File: src/rtl/bus_arbiter_if.sv
// bus_arbiter_if: requester handshakes and shared-bus signals for bus_arbiter
interface bus_arbiter_if #(
    parameter int ADDR_W = 20,
    parameter int DATA_W = 32
);
    logic              m0_req;
    logic              m0_we;
    logic [ADDR_W-1:0] m0_addr;
    logic [DATA_W-1:0] m0_wdata;
    logic              m0_ack;
    logic [DATA_W-1:0] m0_rdata;
    logic              m1_req;
    logic              m1_we;
    logic [ADDR_W-1:0] m1_addr;
    logic [DATA_W-1:0] m1_wdata;
    logic              m1_ack;
    logic [DATA_W-1:0] m1_rdata;
    logic [ADDR_W-1:0] bus_addr;
    logic              bus_we;
    logic [DATA_W-1:0] bus_wdata;
    logic [DATA_W-1:0] bus_rdata;
    logic              owner;
    modport master (
        input  m0_req, m0_we, m0_addr, m0_wdata, m1_req, m1_we, m1_addr, m1_wdata, bus_rdata,
        output m0_ack, m0_rdata, m1_ack, m1_rdata, bus_addr, bus_we, bus_wdata, owner
    );
    modport slave (
        output m0_req, m0_we, m0_addr, m0_wdata, m1_req, m1_we, m1_addr, m1_wdata, bus_rdata,
        input  m0_ack, m0_rdata, m1_ack, m1_rdata, bus_addr, bus_we, bus_wdata, owner
    );
endinterface

File: src/rtl/bus_arbiter.sv
// bus_arbiter: two-master round-robin arbiter, one 3-cycle transaction at a time
module bus_arbiter #(
    parameter int ADDR_W = 20,
    parameter int DATA_W = 32
) (
    input logic clk,
    input logic rst,
    bus_arbiter_if.master bus
);
    typedef enum logic [1:0] {IDLE, ACCESS, RESP} state_t;
    state_t state;
    logic last;
    logic win;
    logic win_we;
    logic [ADDR_W-1:0] win_addr;
    logic [DATA_W-1:0] win_wdata;
    assign bus.m0_rdata = bus.m0_ack ? bus.bus_rdata : '0;
    assign bus.m1_rdata = bus.m1_ack ? bus.bus_rdata : '0;
    // pick master 1 when it is the sole requester or when it was not served last
    always_comb begin
        win = bus.m1_req & (~bus.m0_req | ~last);
        win_we = win ? bus.m1_we : bus.m0_we;
        win_addr = win ? bus.m1_addr : bus.m0_addr;
        win_wdata = win ? bus.m1_wdata : bus.m0_wdata;
    end
    // IDLE latches the winner onto the bus, ACCESS drives it, RESP acks and clears
    always_ff @(posedge clk) begin
        if (rst) begin
            state <= IDLE;
            last <= 1'b0;
            bus.owner <= 1'b0;
            bus.m0_ack <= 1'b0;
            bus.m1_ack <= 1'b0;
            bus.bus_we <= 1'b0;
            bus.bus_addr <= '0;
            bus.bus_wdata <= '0;
        end else begin
            case (state)
                IDLE: if (bus.m0_req | bus.m1_req) begin
                    bus.owner <= win;
                    bus.bus_we <= win_we;
                    bus.bus_addr <= win_addr;
                    bus.bus_wdata <= win_wdata;
                    state <= ACCESS;
                end
                ACCESS: begin
                    bus.bus_we <= 1'b0;
                    bus.m0_ack <= ~bus.owner;
                    bus.m1_ack <= bus.owner;
                    state <= RESP;
                end
                RESP: begin
                    bus.m0_ack <= 1'b0;
                    bus.m1_ack <= 1'b0;
                    bus.bus_addr <= '0;
                    bus.bus_wdata <= '0;
                    last <= bus.owner;
                    state <= IDLE;
                end
                default: state <= IDLE;
            endcase
        end
    end
endmodule
File: src/flat_wrapper.sv
// flat-port wrapper written by rule: the top's interface ports become plain ports
module bus_arbiter_flat 
#(
    parameter int ADDR_W = 20,
    parameter int DATA_W = 32
)
  (clk, rst, bus_m0_req, bus_m0_we, bus_m0_addr, bus_m0_wdata, bus_m1_req, bus_m1_we, bus_m1_addr, bus_m1_wdata, bus_bus_rdata, bus_m0_ack, bus_m0_rdata, bus_m1_ack, bus_m1_rdata, bus_bus_addr, bus_bus_we, bus_bus_wdata, bus_owner);
  bus_arbiter_if #(.ADDR_W(ADDR_W), .DATA_W(DATA_W)) bus_i ();
  input logic clk;
  input logic rst;
  input wire logic [$bits(bus_i.m0_req)-1:0] bus_m0_req;
  input wire logic [$bits(bus_i.m0_we)-1:0] bus_m0_we;
  input wire logic [$bits(bus_i.m0_addr)-1:0] bus_m0_addr;
  input wire logic [$bits(bus_i.m0_wdata)-1:0] bus_m0_wdata;
  input wire logic [$bits(bus_i.m1_req)-1:0] bus_m1_req;
  input wire logic [$bits(bus_i.m1_we)-1:0] bus_m1_we;
  input wire logic [$bits(bus_i.m1_addr)-1:0] bus_m1_addr;
  input wire logic [$bits(bus_i.m1_wdata)-1:0] bus_m1_wdata;
  input wire logic [$bits(bus_i.bus_rdata)-1:0] bus_bus_rdata;
  output wire logic [$bits(bus_i.m0_ack)-1:0] bus_m0_ack;
  output wire logic [$bits(bus_i.m0_rdata)-1:0] bus_m0_rdata;
  output wire logic [$bits(bus_i.m1_ack)-1:0] bus_m1_ack;
  output wire logic [$bits(bus_i.m1_rdata)-1:0] bus_m1_rdata;
  output wire logic [$bits(bus_i.bus_addr)-1:0] bus_bus_addr;
  output wire logic [$bits(bus_i.bus_we)-1:0] bus_bus_we;
  output wire logic [$bits(bus_i.bus_wdata)-1:0] bus_bus_wdata;
  output wire logic [$bits(bus_i.owner)-1:0] bus_owner;
  assign bus_i.m0_req = bus_m0_req;
  assign bus_i.m0_we = bus_m0_we;
  assign bus_i.m0_addr = bus_m0_addr;
  assign bus_i.m0_wdata = bus_m0_wdata;
  assign bus_i.m1_req = bus_m1_req;
  assign bus_i.m1_we = bus_m1_we;
  assign bus_i.m1_addr = bus_m1_addr;
  assign bus_i.m1_wdata = bus_m1_wdata;
  assign bus_i.bus_rdata = bus_bus_rdata;
  assign bus_m0_ack = bus_i.m0_ack;
  assign bus_m0_rdata = bus_i.m0_rdata;
  assign bus_m1_ack = bus_i.m1_ack;
  assign bus_m1_rdata = bus_i.m1_rdata;
  assign bus_bus_addr = bus_i.bus_addr;
  assign bus_bus_we = bus_i.bus_we;
  assign bus_bus_wdata = bus_i.bus_wdata;
  assign bus_owner = bus_i.owner;
  bus_arbiter #(.ADDR_W(ADDR_W), .DATA_W(DATA_W)) u_core (.clk(clk), .rst(rst), .bus(bus_i));
endmodule
File: config.mk
export PLATFORM = sky130hd
export DESIGN_NAME = bus_arbiter_flat
export DESIGN_NICKNAME = d
export VERILOG_FILES = /design/src/rtl/bus_arbiter_if.sv /design/src/rtl/bus_arbiter.sv /design/src/flat_wrapper.sv
export SDC_FILE = /design/constraint.sdc
export NUM_CORES = 1
export LEC_CHECK = 0
export CAP_MARGIN = 25
export CORE_MARGIN = 2
export CORE_UTILIZATION = 34
export CTS_CLUSTER_DIAMETER = 120
export DETAILED_ROUTE_END_ITERATION = 16
export PLACE_DENSITY = 0.89
export SYNTH_ARGS = -nofsm -noshare
export SYNTH_HDL_FRONTEND = slang
export SYNTH_SLANG_ARGS = --single-unit
File: constraint.sdc
create_clock -name clk -period 2.12 [get_ports clk]
set_clock_uncertainty 0.1 [all_clocks]
set_input_delay 0.53 -clock clk [delete_from_list [all_inputs] [get_ports clk]]
set_output_delay 0.53 -clock clk [all_outputs]
set_load 0.005 [all_outputs]
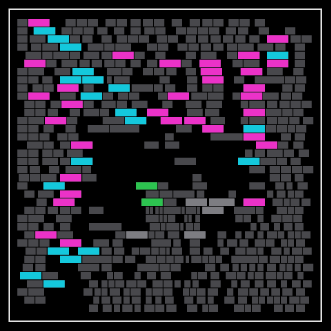
Figure 1: run 1, register map, names as in the netlist.
Scale: 3 px per um.
color	name in the netlist	placed flops
green	u_core.state	2
cyan	u_core.bus.bus_addr	20
magenta	u_core.bus.bus_wdata	32
not colored	5
sequential-cell power consumption: 1.35 mW
register fraction of the total cell area: 18.6%
utilization after layout: 65.9%
FF/Latch Area: 1180 um2

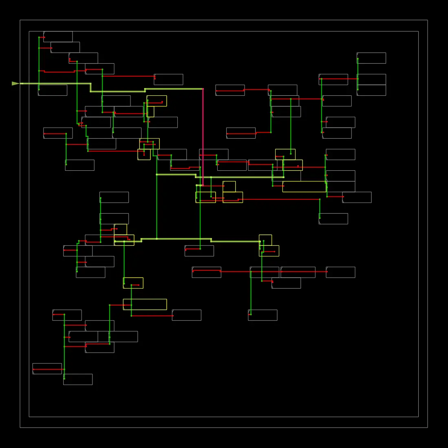
Figure 2: run 1, clock wiring as the flow saved it.
clk pwr: 1.14 mW
number of clock sinks seen by CTS: 59

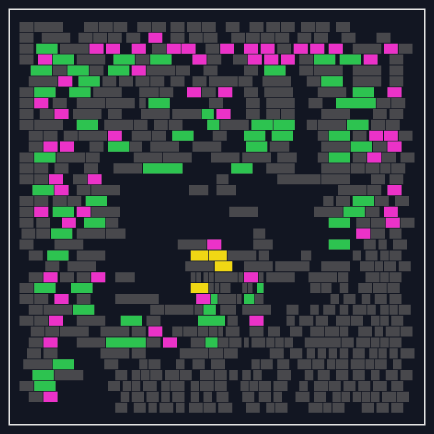
Figure 3: run 1, logic cells by family.
Scale: 4 px per um.
color	family	cells	where
yellow	fa/ha/maj cells	4	center
green	aoi and oai cells	58	spread over the die
magenta	mux cells	56	spread over the die
most frequent logic cell in the layout: clkdlybuf4s50_1
fraction of standard cell area in multi-input logic: 30.9%

==> CHANGELOG.md, run 1 <==
### Physical design

* Routed wire length per instance at 15.5 um
* HP Class: reg2reg
* Cell count in the Yosys report at ~290
* Nature of the critical path endpoint: output port
* # Taps at between 100 and 150
* Largest stage delay, worst path at 490 ps
* Cell class ranked first by area: non-clock buffers
* Maximum capacitance violations at 0
* Total cell area at the placement stage at 6200 um2
* Main synth FF type: dfxtp_1
* Fill count at 775
* Number of hold-slack violations in the final timing report at 0
* Post-cts gate resize count at 64
* Setup crit start kind: flip-flop
* Ant. Diodes at 0
* CP Cell Sequence: buf_12, and2_1, clkdlybuf4s50_1
* Hold endpoint: u_core.bus.bus_addr[1]
* Distinct lib cells used at 28
* Met2 demand-to-capacity share in global routing at 36.6%
* Drt pass-1 iters at 4
* Combined global-route utilization of all metal layers at 19.5%
* Met3 Track Usage GR at 5.98%
* Maximum level of the CTS H-tree at 3
* Syn-to-layout area delta at 89.6%
* Part of the total power dissipated in combinational logic at 35.4%
* Power consumption at approximately 3.9 mW
* Gr busiest metal: met2
* Slew of the pin with the lowest slew margin at 299 ps
* Multi-input combinational gate total at 199
* Placed Instances at between 600 and 700
* OpenROAD warnings at 29
* Synthesized flop and latch total at 59
* Outcome: complete, no violations
run 1: routing by layer:
| layer | vias to the layer above | share of wire [%] | wire (um) |
|---|---|---|---|
| met5 | - | 0 | 0 |
| met4 | 0 | 1.1 | 121 |
| met2 | 136 | 53 | 5680 |
| met3 | 10 | 7.3 | 787 |
| li1 | 1576 | - | - |
| met1 | 1480 | 39 | 4150 |
run 1: sequential cells by signal, indices dropped and copies added (netlist names):
name	cells
u_core.bus.owner	1
u_core.state	2
u_core.bus.bus_wdata	32
u_core.bus.bus_addr	20
u_core.last	1
u_core.bus.bus_we	1
u_core.bus.m1_ack	1
u_core.bus.m0_ack	1
run 1: worst max-delay path: cells and delay by family, from the launching register on:
family	cells	cell delay, ps
buf+inv	2	620
flops	1	360
simple gates	1	120
==> run 2, diff against run 1 <==
--- a/config.mk
+++ b/config.mk
@@ -8,7 +8,7 @@
 export CAP_MARGIN = 25
 export CORE_MARGIN = 2
 export CORE_UTILIZATION = 34
-export CTS_CLUSTER_DIAMETER = 120
+export CTS_CLUSTER_DIAMETER = 50
 export DETAILED_ROUTE_END_ITERATION = 16
 export PLACE_DENSITY = 0.89
 export SYNTH_ARGS = -nofsm -noshare
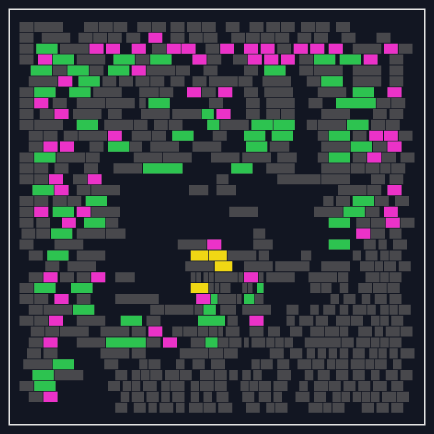
Figure 4: run 2, logic cells by family.
Scale: 4 px per um.
final cell count without fillers: 694

==> CHANGELOG.md, run 2 <==
### Physical design

* HP Class: reg2reg
* Setup crit start kind: flip-flop
* Number of buffer and inverter stages on the critical path at 2
* Drt pass-1 iters at 4
* Cell count in the Yosys report at 286
* Cell class contributing the biggest share of worst-path delay: buffers and inverters
* Slew of the pin with the lowest slew margin at roughly 300 ps
* FF/Latch Area at 1180 um2
* Syn-to-layout area delta at 89.6%
* Part of the total power dissipated in combinational logic at 35.4%
* OpenROAD warnings at 29
* # Taps at ~130
* Total cell area at the placement stage at ~6200 um2
* Clk pwr at 1.14 mW
* Synthesized flop and latch total at 59
* Sequential-cell power consumption at 1.35 mW
* Fill count at about 780
* Largest register FFs at 32
* Combined global-route utilization of all metal layers at 19.5%
* Utilization after layout at between 60 and 70%
* Most frequent logic cell in the layout: clkdlybuf4s50_1
* Ant. Diodes at 0
* Main synth FF type: dfxtp_1
* Reg with most FFs: u_core.bus.bus_wdata
* Register fraction of the total cell area at 18.6%
* Outcome: complete, no violations
* Power consumption at ~3.9 mW
* Cell class ranked first by area: non-clock buffers
[run 2: cell counts in the layout (fill, tap and decap cells not counted)]
No cell type changed its count.
[run 2: final timing paths]
| path | end | cells after the start | slack, ps |
|---|---|---|---|
| setup / recovery | bus_m0_rdata[15] | 3 | 70 |
| hold / removal | u_core.bus.bus_addr[1] | 1 | 370 |
| setup reg to reg | u_core.bus.bus_wdata[3] | 5 | 260 |
| hold reg to reg | u_core.bus.bus_addr[1] | 1 | 370 |
[run 2: per-layer routing]
metal	track usage, %	wire length [um]	part of all wire [%]	vias to the layer above
met5	0	0	0	-
met4	4.63	121	1.1	0
met3	5.98	787	7.3	10
met2	36.6	5680	53	136
met1	21.4	4150	39	1480
li1	-	-	-	1576
Power and IR drop assume default switching activity.
